**src/rtl/des_key_pkg.sv**
```systemverilog
// Shared definitions for DES key file handling: key width, the ASCII codes used
// in the hex key file format, and the writer FSM state type.
package des_key_pkg;

   localparam int unsigned KEY_W = 56;

   localparam logic [7:0] ASCII_NL = 8'h0A;
   localparam logic [7:0] ASCII_0  = 8'h30;
   localparam logic [7:0] ASCII_LA = 8'h61;
   localparam logic [7:0] ASCII_UA = 8'h41;

   typedef enum logic [1:0] {
      StIdle,
      StHex,
      StNl,
      StFin
   } state_e;

endpackage

```
**src/rtl/key_hex_writer_if.sv**
```systemverilog
// Byte stream carrying the ASCII key text out of the writer (valid/ready).
//   out_data  - ASCII byte
//   out_valid - out_data is valid
//   out_ready - sink accepts the byte when out_valid && out_ready
//   out_last  - marks the final byte of a frame
interface key_hex_writer_if;

   logic [7:0] out_data;
   logic       out_valid;
   logic       out_ready;
   logic       out_last;

   modport master (
      output out_data,
      output out_valid,
      output out_last,
      input  out_ready
   );

   modport slave (
      input  out_data,
      input  out_valid,
      input  out_last,
      output out_ready
   );

endinterface

```
**src/rtl/hex_ascii_enc.sv**
```systemverilog
// Combinational nibble to ASCII hex digit encoder.
//   nib_i   - 4-bit value
//   upper_i - 1 selects 'A'-'F', 0 selects 'a'-'f' for values 10-15
//   ascii_o - ASCII character
module hex_ascii_enc
   import des_key_pkg::*;
(
   input  logic [3:0] nib_i,
   input  logic       upper_i,
   output logic [7:0] ascii_o
);

   always_comb begin
      ascii_o = ASCII_0 + {4'h0, nib_i};
      if (nib_i > 4'd9) begin
         ascii_o = (upper_i ? ASCII_UA : ASCII_LA) + {4'h0, nib_i} - 8'd10;
      end
   end

endmodule

```
**src/rtl/key_hex_writer.sv**
```systemverilog
// Serialises two keys as ASCII hex text, MSB nibble first, each key followed by
// a newline; key1 first, then key2.
//   clk, rst_n   - clock, asynchronous active-low reset
//   start_i      - request a frame; only honoured while idle
//   key1_i/key2_i- keys, captured when start is accepted
//   out_if       - byte stream (master side)
//   busy_o       - frame in progress (cycle after start until last byte taken)
//   done_o       - one-cycle pulse after the last byte is taken
module key_hex_writer
   import des_key_pkg::*;
#(
   parameter int unsigned KEY_W     = des_key_pkg::KEY_W,
   parameter bit          UPPERCASE = 1'b0
) (
   input  logic             clk,
   input  logic             rst_n,
   input  logic             start_i,
   input  logic [KEY_W-1:0] key1_i,
   input  logic [KEY_W-1:0] key2_i,
   key_hex_writer_if.master out_if,
   output logic             busy_o,
   output logic             done_o
);

   localparam int unsigned NIBBLES = KEY_W / 4;
   localparam int unsigned NibW    = (NIBBLES > 1) ? $clog2(NIBBLES) : 1;
   localparam logic [NibW-1:0] NibLast = NibW'(NIBBLES - 1);

   state_e           state_q;
   logic [KEY_W-1:0] key1_q, key2_q;
   logic             key_sel_q;
   logic [NibW-1:0]  nib_idx_q;
   logic [7:0]       out_data_q;
   logic             out_valid_q;
   logic             out_last_q;
   logic             busy_q;
   logic             done_q;

   logic             hs;
   logic [KEY_W-1:0] cur_key;
   logic [NibW-1:0]  nib_m1;
   logic [3:0]       next_nib;
   logic [7:0]       next_ascii;

   assign hs = out_valid_q & out_if.out_ready;

   // Outputs are registered, so the encoder is fed the nibble that will be on
   // the bus in the next cycle rather than the current one.
   always_comb begin
      cur_key  = key_sel_q ? key2_q : key1_q;
      nib_m1   = nib_idx_q - NibW'(1);
      next_nib = 4'h0;
      unique case (state_q)
         StIdle:  next_nib = key1_i[KEY_W-1 -: 4];
         StHex:   next_nib = cur_key[{nib_m1, 2'b00} +: 4];
         StNl:    next_nib = key2_q[KEY_W-1 -: 4];
         default: next_nib = 4'h0;
      endcase
   end

   hex_ascii_enc u_enc (
      .nib_i   (next_nib),
      .upper_i (UPPERCASE),
      .ascii_o (next_ascii)
   );

   always_ff @(posedge clk or negedge rst_n) begin
      if (!rst_n) begin
         state_q     <= StIdle;
         key1_q      <= '0;
         key2_q      <= '0;
         key_sel_q   <= 1'b0;
         nib_idx_q   <= '0;
         out_data_q  <= 8'h00;
         out_valid_q <= 1'b0;
         out_last_q  <= 1'b0;
         busy_q      <= 1'b0;
         done_q      <= 1'b0;
      end else begin
         done_q <= 1'b0;
         unique case (state_q)
            StIdle: begin
               if (start_i) begin
                  key1_q      <= key1_i;
                  key2_q      <= key2_i;
                  key_sel_q   <= 1'b0;
                  nib_idx_q   <= NibLast;
                  state_q     <= StHex;
                  out_valid_q <= 1'b1;
                  out_data_q  <= next_ascii;
                  out_last_q  <= 1'b0;
                  busy_q      <= 1'b1;
               end
            end
            StHex: begin
               if (hs) begin
                  if (nib_idx_q != '0) begin
                     nib_idx_q  <= nib_m1;
                     out_data_q <= next_ascii;
                  end else begin
                     state_q    <= StNl;
                     out_data_q <= ASCII_NL;
                     out_last_q <= key_sel_q;
                  end
               end
            end
            StNl: begin
               if (hs) begin
                  if (!key_sel_q) begin
                     key_sel_q  <= 1'b1;
                     nib_idx_q  <= NibLast;
                     state_q    <= StHex;
                     out_data_q <= next_ascii;
                     out_last_q <= 1'b0;
                  end else begin
                     state_q     <= StFin;
                     out_valid_q <= 1'b0;
                     out_data_q  <= 8'h00;
                     out_last_q  <= 1'b0;
                     busy_q      <= 1'b0;
                     done_q      <= 1'b1;
                  end
               end
            end
            // start is deliberately not looked at here
            StFin: state_q <= StIdle;
            default: state_q <= StIdle;
         endcase
      end
   end

   assign out_if.out_data  = out_data_q;
   assign out_if.out_valid = out_valid_q;
   assign out_if.out_last  = out_last_q;
   assign busy_o           = busy_q;
   assign done_o           = done_q;

endmodule

```
**src/flat_wrapper.sv**
```systemverilog
// flat-port wrapper written by rule: the top's interface ports become plain ports
module key_hex_writer_flat import des_key_pkg::*;
#(
   parameter int unsigned KEY_W     = des_key_pkg::KEY_W,
   parameter bit          UPPERCASE = 1'b0
)
  (clk, rst_n, start_i, key1_i, key2_i, busy_o, done_o, out_if_out_data, out_if_out_valid, out_if_out_last, out_if_out_ready);
  key_hex_writer_if out_if_i ();
  input  logic clk;
  input  logic rst_n;
  input  logic start_i;
  input  logic [KEY_W-1:0] key1_i;
  input  logic [KEY_W-1:0] key2_i;
  output logic busy_o;
  output logic done_o;
  output wire logic [$bits(out_if_i.out_data)-1:0] out_if_out_data;
  output wire logic [$bits(out_if_i.out_valid)-1:0] out_if_out_valid;
  output wire logic [$bits(out_if_i.out_last)-1:0] out_if_out_last;
  input wire logic [$bits(out_if_i.out_ready)-1:0] out_if_out_ready;
  assign out_if_out_data = out_if_i.out_data;
  assign out_if_out_valid = out_if_i.out_valid;
  assign out_if_out_last = out_if_i.out_last;
  assign out_if_i.out_ready = out_if_out_ready;
  key_hex_writer #(.KEY_W(KEY_W), .UPPERCASE(UPPERCASE)) u_core (.clk(clk), .rst_n(rst_n), .start_i(start_i), .key1_i(key1_i), .key2_i(key2_i), .out_if(out_if_i), .busy_o(busy_o), .done_o(done_o));
endmodule
```
**config.mk**
```make
export PLATFORM = sky130hd
export DESIGN_NAME = key_hex_writer_flat
export DESIGN_NICKNAME = d
export VERILOG_FILES = /design/src/rtl/des_key_pkg.sv /design/src/rtl/key_hex_writer_if.sv /design/src/rtl/hex_ascii_enc.sv /design/src/rtl/key_hex_writer.sv /design/src/flat_wrapper.sv
export SDC_FILE = /design/constraint.sdc
export NUM_CORES = 1
export LEC_CHECK = 0
export CORE_UTILIZATION = 35
export CTS_CLUSTER_DIAMETER = 80
export DETAILED_ROUTE_END_ITERATION = 12
export GPL_ROUTABILITY_DRIVEN = 0
export MAX_ROUTING_LAYER = met4
export PLACE_DENSITY = 0.57
export SKIP_LAST_GASP = 1
export SLEW_MARGIN = 10
export SYNTH_ARGS = -nofsm -noshare
export SYNTH_HDL_FRONTEND = slang
export SYNTH_SLANG_ARGS = --single-unit
```
**constraint.sdc**
```tcl
create_clock -name clk -period 9 [get_ports clk]
set_input_delay 1.8 -clock clk [delete_from_list [all_inputs] [get_ports clk]]
set_output_delay 1.8 -clock clk [all_outputs]
set_load 0.005 [all_outputs]
```
**Logic cells by family**

Scale bar: 50 um.
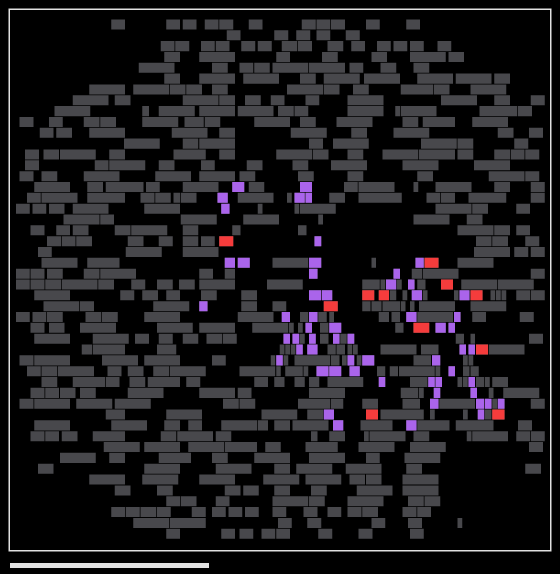
[purple] inverting AOI/OAI gates | cells: 59 | most used: o21ai_0
[red] AND-OR and OR-AND gates | cells: 11 | most used: a22o_1 | where: east

**Routed metal, one colour a layer**

Only two layers are drawn.
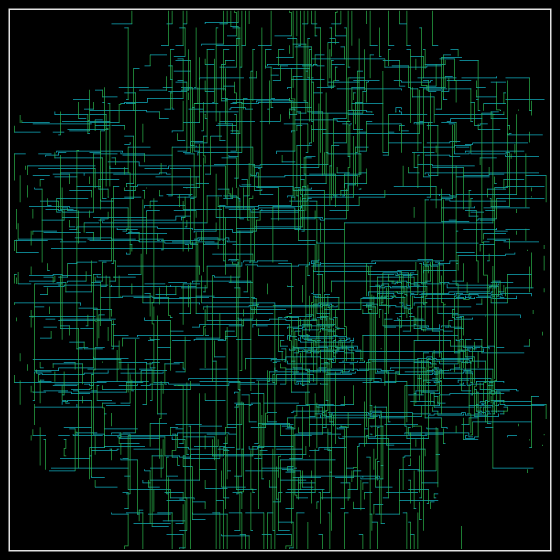
[cyan] met1 | wire length: 6420 um
[green] met2 | wire length: 7170 um

**Ports around the boundary**

Pins as bars across the die edge, other pins in grey.
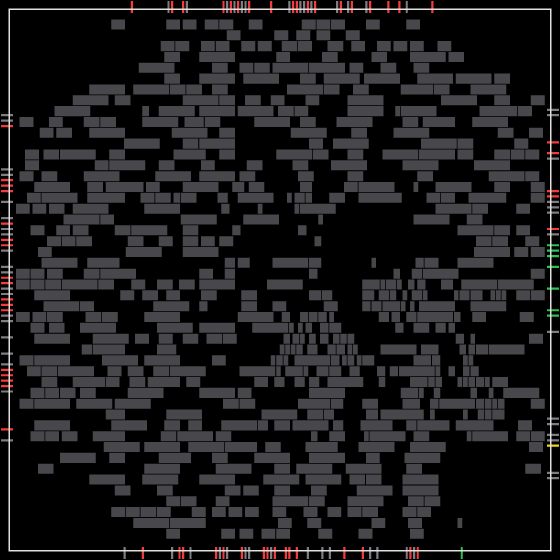
[yellow] out_if_out_valid | pins: 1 | direction: output | edge: east
[red] key2_i | pins: 56 | direction: input | edge: 18 north, 17 west, 16 south, 5 east
[green] out_if_out_data | pins: 8 | direction: output | edge: 7 east, 1 south
all pins by edge: 37 west, 32 north, 32 south, 27 east

**Register map, names as in the netlist**

Scale bar: 50 um.
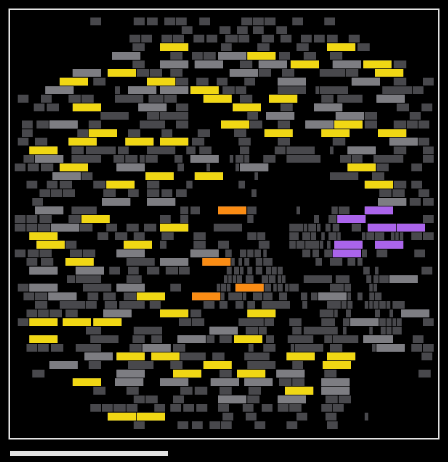
[yellow] u_core.key1_q | sequential cells: 56 | where: all over the die
[purple] u_core.out_if.out_data | sequential cells: 7 | where: east
[orange] u_core.nib_idx_q | sequential cells: 4

==> state kept, by name, indices dropped and copies added, names as in the netlist, 2 cells and up <==
| name | cells |
|---|---|
| u_core.key1_q | 56 |
| u_core.nib_idx_q | 4 |
| u_core.state_q | 2 |
| u_core.key2_q | 56 |
| u_core.out_if.out_data | 7 |
==> cell type report <==
type / instances / area [um2]
clock buffers: 23 / 478
inverters: 12 / 45.0
repair buffers: 131 / 1300
multi-input cells: 294 / 2840
well taps: 225 / 282
clock inverters: 6 / 83.8
fillers: 1525 / 9100
flip-flops and latches: 129 / 3230
==> through the flow <==
step | hold slack, ns | cell area, um2 | setup WS, ns | total power, mW | utilization
after CTS | 0.485 | 8250 | 4.38 | 1.32 | 0.475
after global routing | 0.508 | 8250 | 3.99 | 1.35 | 0.475
after floorplan | 0.463 | 6240 | 5.03 | 0.592 | -
after global placement | 0.461 | 7690 | 4.56 | 0.656 | 0.443
final | 0.481 | 8250 | 4.45 | 1.30 | 0.475
after detailed placement | 0.472 | 7690 | 4.41 | 0.657 | 0.443
==> worst max-delay path by stage <==
stage               cells after the start                                    end                            start
floorplan                              16  u_core.out_if.out_data[0]$_DFFE_PN0P_  u_core.nib_idx_q[0]$_DFFE_PN0P_
global placement                        9  u_core.out_if.out_data[0]$_DFFE_PN0P_                       key1_i[52]
detailed placement                     11  u_core.out_if.out_data[0]$_DFFE_PN0P_     u_core.key_sel_q$_DFFE_PN0P_
CTS                                    11  u_core.out_if.out_data[0]$_DFFE_PN0P_     u_core.key_sel_q$_DFFE_PN0P_
global route                           11  u_core.out_if.out_data[0]$_DFFE_PN0P_     u_core.key_sel_q$_DFFE_PN0P_
finish                                 11  u_core.out_if.out_data[0]$_DFFE_PN0P_     u_core.key_sel_q$_DFFE_PN0P_
==> report_power, final <==
part / internal [mW] / switching [mW] / leakage [nW]
combinational: 0.0442 / 0.0202 / 1.79
clock: 0.424 / 0.235 / 0.279
sequential: 0.581 / 0 / 1.79
total: 1.05 / 0.256 / 3.85
==> logic make-up (layout without fill, tap and decap cells) <==
| logic type | count (synthesis) | count (layout) | share of synthesized area |
|---|---|---|---|
| AOI/OAI and AO/OA | 70 | 70 | 0.0764 |
| and+or+nand+nor | 58 | 58 | 0.0453 |
| adders and majority gates | 8 | 8 | 0.0160 |
| buffers and inverters | 41 | 172 | 0.0299 |
| muxes | 157 | 157 | 0.315 |
| DFF | 129 | 129 | 0.517 |
| other | 1 | 1 | 0.000601 |
==> layer usage <==
| layer | routed length [um] | GRT usage | vias up |
|---|---|---|---|
| met5 | 0 | - | - |
| met4 | 165 | 0.0587 | 0 |
| met3 | 725 | 0.0434 | 14 |
| met2 | 7170 | 0.272 | 104 |
| met1 | 6420 | 0.222 | 2106 |
| li1 | - | - | 1977 |
==> cells in the final DEF (no fill, tap or decap), types with 5 or more instances in the layout <==
master / count
a22o_1: 5
buf_4: 5
a21oi_1: 9
or3_1: 5
mux2_2: 122
a22oi_1: 6
nor2b_1: 6
clkbuf_16: 17
nand2_1: 14
nor2_1: 17
mux2i_1: 17
a31oi_1: 6
inv_1: 12
o21ai_0: 18
dfrtp_1: 128
ha_1: 8
clkdlybuf4s50_1: 125
mux4_2: 14
==> impl.org <==
#+TITLE: Synthesis and PnR summary

** Detailed routing
- According to the report, the first pass of detailed routing completed in 4 iterations.
- Vias per cell :: 5.12
- The detailed router placed between 4k and 5k vias in this run.
- DRC violations left :: 0
- Routed length per instance :: 17.7 um
- Tally of nets with antenna violations remaining after routing :: 0
- Violation count after the first detailed-routing iteration :: 169

** Critical path
- Cell class contributing the biggest share of worst-path delay :: simple AND/OR/NAND/NOR gates
- Critical path, cell by cell :: buf_4, mux4_1, mux2i_1, o22ai_1, or4_1, or2b_1, ha_1, nor2_1, nor4_1, o21ai_0, a32o_1
- The report shows a maximum critical-path fanout of 27.
- For flop-to-flop paths, the worst setup slack is ~4.5 ns.
- Category of the worst setup path capture point :: flop
- R2R Path Start :: u_core.key_sel_q$_DFFE_PN0P_
- The arrival time of data at the worst endpoint is listed as 4.85 ns.
- Delay contributed by the slowest stage of the critical path :: 0.82 ns
- Data required time at the worst endpoint :: slightly above 9 ns
- The setup path with the least slack is of type reg2reg.
- Crit path buffers/inverters :: 1
- FF-to-FF path depth :: 11
- The critical path's slowest stage uses the library cell dfrtp_2.

** Synthesis
- Before any placement, the netlist area is recorded as 0.00624 mm2.
- Summed over all instances, the cell type with the most area after synthesis is dfrtp_1.
- Count leader, synth :: dfrtp_1
- Post-synth area from yosys stat :: 0.00624 mm2
- Leading cell types by total area after synthesis :: dfrtp_1 52%, mux2_2 22%, mux4_2 5.1%
- Portion of synthesized cell area occupied by the leading cell type :: 0.517
- The netlist uses 45 different library cells.
- The synthesized design contains 129 register bits.
- In the synthesized netlist the async set-or-reset flop fraction comes to 1.00.
- The warning tally printed by Yosys for this design is 0.
- Leading cell types by count after synthesis :: 129 x dfrtp_1, 122 x mux2_2, 18 x clkbuf_1, 18 x o21ai_0
- Nets at Floorplan :: 588
- Post-synthesis cell count :: roughly 460
- Per the synth stats, the flop cell with the highest instance count is dfrtp_1.
- In this run, synthesis inferred 0 flip-flops with an integrated enable.
- Sequential element share of the synthesized area :: 0.517

** Clock tree
- Hold repair after CTS inserted 0 buffers.
- The tree is rooted in a clkbuf_16.
- CTS tree :: yes
- The longest clock path from root to sink contains 2 buffers.
- Post-CTS repair changed the size of 0 cells.
- Worst-path clk slew :: ~0.05 ns
- CTS added clock buffers totalling 17.
- Postcts setup bufs :: 0
- Clock tree synthesis found a total of 129 sinks.
- Insertion Delay late pin :: between 0.4 and 0.5 ns

** Global routing
- Entering global routing, the biggest net connects a little over 80 pins.
- The first global-routing pass estimated 23200 um of wire.
- The total overflow left after global routing is 0.
- Global routing usage summed across all routing layers :: 0.175
- The initial antenna violation count was 0.

** Die
- According to the floorplan report, the die width is 136 um.
- According to the floorplan report, the die height is 136 um.
- In the floorplan report the effective utilization is 0.360.
- Floorplan core area :: 0.0174 mm2
- The chip occupies 0.0184 mm2.
- During I/O placement, the number of pins put on the boundary was 128.
- Number of core rows :: 48

** Min path
- Hold EP :: u_core.out_if.out_data[2]$_DFFE_PN0P_
- HP Class :: reg2reg
- Source of the worst hold timing path :: u_core.out_if.out_data[2]$_DFFE_PN0P_
- Along the worst hold path, the cell count comes to 2.

** Placement
- Port Buf Inserts :: 126
- Once placement completed, the tool counted placed cells totaling 791.
- Detailed placement ended at an HPWL of 10300 um.

** Pwr
- Leakage Power :: 3.85 nW
- VDD IR-drop max :: ~0.12 mV

** Finish
- Per the final layout report, the fraction of cells sized above drive strength 1 comes to 0.287.
- For this run, the number of standard cells in the final layout without fillers is 820.
- Count of nets after finishing :: 709
- Number of diodes :: 0

** Timing
- Pins over their slew limit in the final report were tallied at 0.
- After layout, the minimum clock period comes to 4.55 ns.
- Slew of the pin with the lowest slew margin :: roughly 1.0 ns
- Setup repair after global routing left no endpoint under its margin.
- Setup clock skew after layout :: ~0.0071 ns
- In the finished design, the share of the clock period the worst path needs comes to 0.506.
- The slew check shows that the tightest pin keeps a relative margin of 0.327.
- Final-report setup violation count :: 0
- For the final routed database, the setup TNS stands at 0 ns.
- Achievable frequency :: 0.220 GHz
- Final hold viol count :: 0

** Run
- Warnings raised by the tools during the run amount to 31.
- # Max-Cap Violations :: 0

** Status
- The run finished with clean final reports.
Power and IR drop assume default switching activity.
